### config.mk
export PLATFORM = sky130hd
export DESIGN_NAME = timing_sequencer
export DESIGN_NICKNAME = d
export VERILOG_FILES = /design/src/rtl/timing_sequencer.sv
export SDC_FILE = /design/constraint.sdc
export NUM_CORES = 1
export LEC_CHECK = 0
export CAP_MARGIN = 20
export CORE_ASPECT_RATIO = 0.75
export CORE_MARGIN = 4
export CORE_UTILIZATION = 40
export DETAILED_ROUTE_END_ITERATION = 7
export PLACE_DENSITY = 0.75
export SLEW_MARGIN = 20
export SYNTH_ARGS = -nofsm -noshare
export SYNTH_HDL_FRONTEND = slang
export SYNTH_SLANG_ARGS = --single-unit
export TNS_END_PERCENT = 20
### constraint.sdc
create_clock -name clk -period 1.4 [get_ports clk]
set_clock_uncertainty 0.1 [all_clocks]
set_input_delay 0.28 -clock clk [delete_from_list [all_inputs] [get_ports clk]]
set_output_delay 0.28 -clock clk [all_outputs]
set_load 0.1 [all_outputs]
### src/rtl/timing_sequencer.sv
// Sequence counter with run/stop control and registered one-hot timing outputs T0..T(N-1).
// Optional sticky wrap_err output enabled by defining TIMING_WRAP_ERR_EN.
module timing_sequencer #(
    parameter int NUM_STATES = 16,
    parameter bit RESET_RUN  = 1'b1,
    localparam int CW = $clog2(NUM_STATES)
) (
    input  logic                  clk,
    input  logic                  rst_n,
    input  logic                  start,
    input  logic                  halt,
    input  logic                  clr,
    input  logic                  inc,
    input  logic                  hold,
    output logic [CW-1:0]         sc_value,
    output logic [NUM_STATES-1:0] timing_signals,
    output logic                  running,
    output logic                  wrap
`ifdef TIMING_WRAP_ERR_EN
    ,
    output logic                  wrap_err
`endif
);

    // state | meaning
    // STOP  | sequencer idle, SC held at 0, all T outputs low
    // RUN   | SC advances under clr/hold/inc, exactly one T output high
    typedef enum logic {
        ST_STOP = 1'b0,
        ST_RUN  = 1'b1
    } state_t;

    localparam logic [CW-1:0] SC_LAST = CW'(NUM_STATES - 1);
    localparam state_t ST_RESET = RESET_RUN ? ST_RUN : ST_STOP;

    state_t                  state, state_nxt;
    logic [CW-1:0]           sc, sc_nxt;
    logic [NUM_STATES-1:0]   t_q, t_nxt;
    logic                    wrap_q, wrap_nxt;

    always_comb begin
        state_nxt = state;
        sc_nxt    = '0;
        wrap_nxt  = 1'b0;
        case (state)
            ST_STOP: begin
                if (start) state_nxt = ST_RUN;
            end
            ST_RUN: begin
                if (halt) begin
                    state_nxt = ST_STOP;
                end else if (clr) begin
                    sc_nxt = '0;
                end else if (hold) begin
                    sc_nxt = sc;
                end else if (inc) begin
                    if (sc == SC_LAST) begin
                        sc_nxt   = '0;
                        wrap_nxt = 1'b1;
                    end else begin
                        sc_nxt = sc + CW'(1);
                    end
                end else begin
                    sc_nxt = sc;
                end
            end
            default: state_nxt = ST_RESET;
        endcase
        // T is decoded from the next SC so it moves on the same edge as sc_value
        t_nxt = (state_nxt == ST_RUN) ? (NUM_STATES'(1) << sc_nxt) : '0;
    end

    always_ff @(posedge clk) begin
        if (!rst_n) begin
            state  <= ST_RESET;
            sc     <= '0;
            t_q    <= RESET_RUN ? NUM_STATES'(1) : '0;
            wrap_q <= 1'b0;
        end else begin
            state  <= state_nxt;
            sc     <= sc_nxt;
            t_q    <= t_nxt;
            wrap_q <= wrap_nxt;
        end
    end

`ifdef TIMING_WRAP_ERR_EN
    logic err_q;

    // wrap_nxt already excludes clr, so any inc-driven wrap is an error
    always_ff @(posedge clk) begin
        if (!rst_n) begin
            err_q <= 1'b0;
        end else if (state == ST_STOP && start) begin
            err_q <= 1'b0;
        end else if (wrap_nxt) begin
            err_q <= 1'b1;
        end
    end

    assign wrap_err = err_q;
`endif

    assign sc_value       = sc;
    assign timing_signals = t_q;
    assign running        = (state == ST_RUN);
    assign wrap           = wrap_q;

endmodule
Fig. 1: run 1, pin map
(4 px per um) Pins as bars across the die edge, other pins in gray.
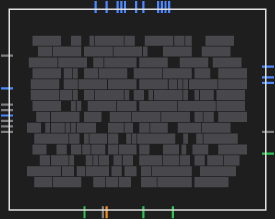
| port | color | pins | direction | edge |
|---|---|---|---|---|
| sc_value | green | 4 | output | 3 bottom, 1 right |
| inc | orange | 1 | input | bottom |
| timing_signals | blue | 16 | output | 11 top, 3 right, 2 left |
all pins by edge: 11 top, 8 left, 5 bottom, 5 right
port bufs: 28
die span in x: 63.8 um
Die H: 49.8 um

Fig. 2: run 1, nets reached from selected ports
(6 px per um)
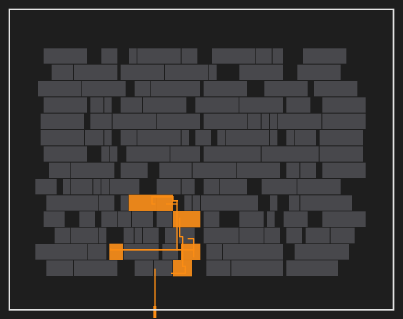
| port | color | bits | direction | edge | end cells | buffers | wire |
|---|---|---|---|---|---|---|---|
| inc | orange | 1 | input | bottom | 6 | 2 | 53.1 um |
# IOs: 29

==> flow_summary.toml, run 1 <==
# implementation run metrics
[placed_design]
pre_cts_slack_ps = -547
gp_congestion = 0.819
place_hpwl_um = 2190

[final_timing]
slew_headroom_pct = 73.4
tightest_slew_ps = 399
tns_ps = -2700
drv_slew = 0
worst_slack_ps = -254
fmax_ghz = 0.605
holdWs_ps = 467
rsz0062_at_grt = "yes"
setup_viol = 20

[detailed_routing]
drt_iter0_markers = 47
route.detailed.drc = 0
drtPass1Iterations = 4

[run]
warnings = 29
cap_violations = 0

[synth]
area_leaders = "dfxtp_1 (47%), nor2_1 (5.6%), nand2_1 (3.6%)"
ys_cells = 90
ys.flop_type = "dfxtp_1"
syn_avg_cell_area_sq_um = 10.4
ys_ff = 22
edf_count = 0
top_cell_area_share_pct = 47.2
synthArstFlopShare_pct = 0
top_area_cell = "dfxtp_1"
ys_chip_area_sq_um = 933
most_common_cell = "dfxtp_1"
fp_nets = 98
yosysWarnings = 0
yosysSeqAreaShare_pct = 47.2

[floorplan]
dieArea_sq_mm = 0.00318
fp-utilization_pct = 44.4
core_area_sq_mm = 0.00210
rows = 14

[clock_tree]
ctsRootBufferMaster = "clkbuf_4"
cts_buffers = 3
ctsLongestPathBuffers = 2
htreeDepth = 1
cts.sinks = 22
cts.clk_slew.worst_paths_ps = 130

[global_routing]
antenna_found_initial = 0
grt_pass1_wl_um = 4910
grt_pass1_vias = 924
overflow = 0

[worst_hold_path]
hold_start = "running$_SDFF_PN1_"
hp-class = "flop to flop"
hold_depth = 2
hold_end = "running$_SDFF_PN1_"

[critical_path]
slowest_delay_ps = 380
regToRegEndpoint = "timing_signals[0]$_SDFF_PN1_"
path_common_cell = "buf_6"
worstReg2RegStart = "sc_value[1]$_SDFF_PN0_"
rr_worst_depth = 6
crit_path_end_kind = "flop"
crit_type = "flop to flop"
required_ps = 1500

[power]
swShare_pct = 26.1
p_sw_uw = 300
pwr-share-seq_pct = 54.7
power_density_mw_per_mm2 = 646
p_leak_uw = 0.000701
p_int_uw = 850
clock_power_share_pct = 31.3
vdd_drop_max_mv = 0.547

[finish]
final_nets = 147
n_fill_cell = 113
syn2layout_area_growth_pct = 90.9

[status]
violations = "setup timing"
outcome = "finished, violations left"
Fig. 3: run 1, wiring by layer
(6 px per um)
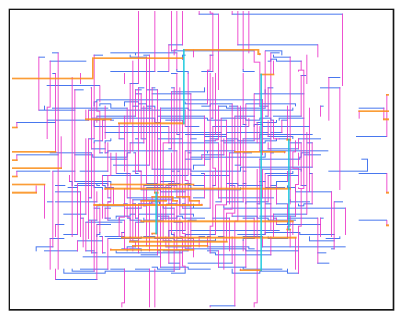
| layer | color | wire length |
|---|---|---|
| met4 | cyan | 66.6 um |
| met1 | blue | 1330 um |
| met2 | magenta | 1700 um |
| met3 | orange | 280 um |
vias: 947
routed wire length: 3370 um
Routed wire per std cell: 20.8 um
Tot GR Track Use: 20.4%

-- run 1: power by group through the flow --
stage | combinational (uW) | clock (uW) | sequential (uW)
6_report | 161 | 361 | 630
5_1_grt | 168 | 400 | 631
3_3_place_gp | 144 | 0 | 643
2_1_floorplan | 39.9 | 0 | 681
3_5_place_dp | 149 | 0 | 644
4_1_cts | 153 | 361 | 630
-- run 1: logic make-up (layout without fill, tap and decap cells) --
family                     Yosys count  after routing  share of synthesized area [%]
xor gates and xnor gates             2              2                           1.88
muxes                                3              3                           5.09
adders and majority gates            1              1                           1.34
buffers and inverters                4             52                           2.55
DFF                                 22             22                           47.2
and+or+nand+nor                     46             46                           29.0
AOI/OAI and AO/OA                   12             12                           13.0
-- run 1: layer usage --
layer / vias up / GRT usage, % / share of wire (%)
met5: - / 0 / 0
met3: 8 / 5.45 / 8.3
met4: 0 / 3.94 / 2.0
met1: 464 / 25.9 / 39
li1: 422 / - / -
met2: 53 / 34.6 / 50
-- run 1: metrics by stage --
stage / std cells / cell area, sq um / utilization (%)
after global routing: 162 / 1780 / 84.8
after global placement: 155 / 1610 / 76.5
after detailed placement: 155 / 1610 / 76.5
after floorplan: 90 / 982 / -
after CTS: 160 / 1730 / 82.2
final: 162 / 1780 / 84.8
-- run 1: how the worst max path moves through the flow --
stage | startpoint | end | slack, ps
after floorplan | sc_value[2]$_SDFF_PN0_ | timing_signals[10]$_SDFF_PN0_ | -310
after global placement | hold | timing_signals[0]$_SDFF_PN1_ | -480
after detailed placement | hold | timing_signals[0]$_SDFF_PN1_ | -550
after CTS | sc_value[1]$_SDFF_PN0_ | timing_signals[0]$_SDFF_PN1_ | -140
after global routing | sc_value[1]$_SDFF_PN0_ | timing_signals[0]$_SDFF_PN1_ | -280
final | sc_value[1]$_SDFF_PN0_ | timing_signals[0]$_SDFF_PN1_ | -250
-- run 1: placed cells by master, fill, tap and decap left out, types with 3 or more instances in the layout --
| cell type | synthesis | routed |
|---|---|---|
| a21oi_1 | 3 | 3 |
| buf_12 | 0 | 22 |
| buf_4 | 0 | 13 |
| buf_6 | 1 | 5 |
| clkbuf_4 | 0 | 3 |
| clkdlybuf4s50_1 | 0 | 4 |
| dfxtp_1 | 22 | 17 |
| dfxtp_4 | 0 | 5 |
| nand2_1 | 9 | 7 |
| nor2_1 | 14 | 13 |
| nor3b_2 | 1 | 3 |
-- run 1: area by class of cell --
class,instances,area (sq um),area share [%]
repair buffers,46,652,36.6
clock buffers,4,36.3,2.04
flip-flops and latches,22,459,25.8
multi-input cells,64,597,33.5
inverters,2,7.51,0.421
well taps,24,30.0,1.69
-- run 1: flip-flops by register name, indices dropped and copies added, names as in the netlist --
signal	count
running	1
sc_value	4
timing_signals	16
wrap	1
-- run 1: critical path, delay by kind of cell (launching register included) --
kind | cells | cell delay (ps)
AND/OR/NAND/NOR | 2 | 540
flip-flops | 1 | 380
buffers and inverters | 2 | 240
adder cells (fa/ha/maj) | 1 | 170
AND-OR/OR-AND | 1 | 100
-- run 1: repair_timing --
| action | in CTS | in global routing |
|---|---|---|
| hold buffers | 0 | 0 |
| endpoints found under the setup margin | 20 | 22 |
| buffers inserted | 1 | 2 |
| pin swaps | 9 | 7 |
| gates resized | 17 | 8 |
Fig. 4: run 1, sequential cells grouped by signal name
(4 px per um) Other sequential cells in the stronger gray, the rest of the logic in the fainter gray.
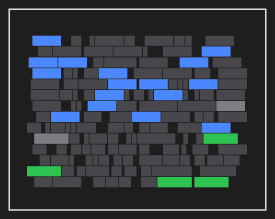

==> run 2, diff against run 1 <==
--- a/config.mk
+++ b/config.mk
@@ -11,6 +11,7 @@
 export CORE_UTILIZATION = 40
 export DETAILED_ROUTE_END_ITERATION = 7
 export PLACE_DENSITY = 0.75
+export RECOVER_POWER = 50
 export SLEW_MARGIN = 20
 export SYNTH_ARGS = -nofsm -noshare
 export SYNTH_HDL_FRONTEND = slang
Fig. 5: run 2, sequential cells grouped by signal name
(4 px per um) Other sequential cells in the stronger gray, the rest of the logic in the fainter gray.
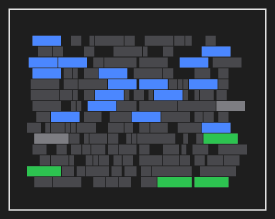
| netlist name | color | flops |
|---|---|---|
| sc_value | green | 4 |
| timing_signals | blue | 16 |

Fig. 6: run 2, nets reached from selected ports
(6 px per um)
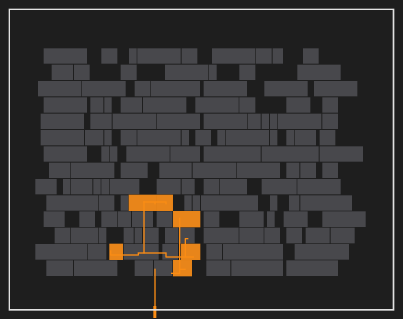
| port | color | bits | direction | edge | end cells | buffers | wire |
|---|---|---|---|---|---|---|---|
| inc | orange | 1 | input | bottom | 6 | 2 | 49.6 um |

==> flow_summary.toml, run 2 <==
# implementation run metrics
[worst_hold_path]
hp-class = "flop to flop"

[finish]
n_fill_cell = 129
logic_area_sq_um = 597
regArea_sq_um = 459
layout_top_cells = "buf_4 (22), dfxtp_1 (17), nor2_1 (13), buf_12 (13), nand2_1 (7)"
syn2layout_area_growth_pct = 78.8
mostFrequentLayoutCell = "buf_4"
largest_reg_flops = 16
post-route-util_pct = 79.4
drive_above_1_share_pct = 56.5
final_area_sq_mm = 0.00167
final_nets = 147

[floorplan]
dieArea_sq_mm = 0.00318
rows = 14
io_pins = 29
core_area_sq_mm = 0.00210
die_w_um = 63.8
fp-utilization_pct = 44.4
die_y_um = 49.8

[critical_path]
crit_path_end_kind = "flop"
crit_type = "flop to flop"

[placed_design]
gp_congestion = 0.819
place_hpwl_um = 2190
dpl-instance-area_sq_mm = 0.00161
numPortBuffers = 28

[synth]
fp_nets = 98
most_common_cell = "dfxtp_1"
yosysWarnings = 0
ys_cells = 90
ys_chip_area_sq_um = 933
area_leaders = "dfxtp_1 (47%), nor2_1 (5.6%), nand2_1 (3.6%)"
top_cell_area_share_pct = 47.2
syn_inst = 90
top_area_cell = "dfxtp_1"
synthArstFlopShare_pct = 0
ys.flop_type = "dfxtp_1"
ys_ff = 22
syn_avg_cell_area_sq_um = 10.4
yosysSeqAreaShare_pct = 47.2

[global_routing]
grt_pass1_wl_um = 4910
grt_usage_pct = 20.4
grt_pass1_vias = 924
overflow = 0

[clock_tree]
cts_buffers = 3
cts.sinks = 22
ctsLongestPathBuffers = 2
postCtsHoldBufs = 0

[power]
p_leak_uw = 0.000677
clock_power_share_pct = 31.0
pwr-share-seq_pct = 55.1
vdd_drop_max_mv = 0.547
p_sw_uw = 294
swShare_pct = 25.7

[detailed_routing]
wire_per_inst_um = 20.8
wl_met3_um = 246
drt-total-wl_um = 3370
wl_met1_um = 1380
route.detailed.drc = 0
vias = 941
route.met2.wl_um = 1680
drt_iter0_markers = 55

[run]
warnings = 29
cap_violations = 0

[status]
outcome = "finished, violations left"
violations = "setup timing"

[final_timing]
drv_slew = 0
worst_slack_ps = -240
rsz0062_at_grt = "yes"
setup_viol = 19
fmax_ghz = 0.610
tightest_slew_ps = 406
-- run 2: cell types whose count changed in the layout (fill, tap and decap cells not counted) --
cell	delta
buf_12	-9
buf_4	+9
-- run 2: critical path: stages, from the launching register on --
cell and delay [ps]:
dfxtp_4 380, ha_4 170, buf_6 130, buf_6 110, nand3b_1 310, nand4_1 230
a22oi_2 100
-- run 2: final timing paths --
path	start	end	depth (start not counted)
setup / recovery	sc_value[1]$_SDFF_PN0_	timing_signals[0]$_SDFF_PN1_	6
hold / removal	running$_SDFF_PN1_	running$_SDFF_PN1_	2
setup reg to reg	sc_value[1]$_SDFF_PN0_	timing_signals[0]$_SDFF_PN1_	6
hold reg to reg	running$_SDFF_PN1_	running$_SDFF_PN1_	2
-- run 2: kinds of logic after synthesis --
family	Yosys count	synth area share, %
multiplexers	3	5.09
flip-flops	22	47.2
AND/OR/NAND/NOR	46	29.0
AND-OR/OR-AND	12	13.0
buffers and inverters	4	2.55
XOR/XNOR	2	1.88
adder cells (fa/ha/maj)	1	1.34
-- run 2: metrics by stage --
step	power, uW	hold WS, ps	cells	setup WS, ps	TNS (ps)
final	1140	468	162	-240	-2520
after floorplan	721	241	90	-315	-4250
after global placement	787	426	155	-478	-8620
after CTS	1140	473	160	-138	-1790
after detailed placement	793	438	155	-547	-9290
after global routing	1200	496	162	-275	-3540
-- run 2: routing by layer --
metal / vias up / global-route usage (%)
li1: 420 / -
met2: 48 / 34.6
met3: 6 / 5.45
met1: 467 / 25.9
met5: - / 0
met4: 0 / 3.94
-- run 2: layout make-up --
| class | instances | area share (%) |
|---|---|---|
| multi-input combinational | 64 | 35.8 |
| timing repair buffer | 46 | 32.3 |
| sequential | 22 | 27.5 |
| clock buffer | 4 | 2.17 |
| tap | 24 | 1.80 |
| inverter | 2 | 0.450 |
-- run 2: repair_timing --
item,in CTS,in global routing
resized,17,8
endpoints found under the setup margin,20,22
pin swaps,9,7
buffers inserted,1,2
-- run 2: power by group through the flow --
| stage | Sequential, uW | Clock [uW] | Combinational, uW |
|---|---|---|---|
| after floorplan | 681 | 0 | 39.9 |
| after global placement | 643 | 0 | 144 |
| after detailed placement | 644 | 0 | 149 |
| after CTS | 630 | 361 | 153 |
| after global routing | 631 | 400 | 167 |
| final | 629 | 354 | 160 |
Power and IR drop assume default switching activity.
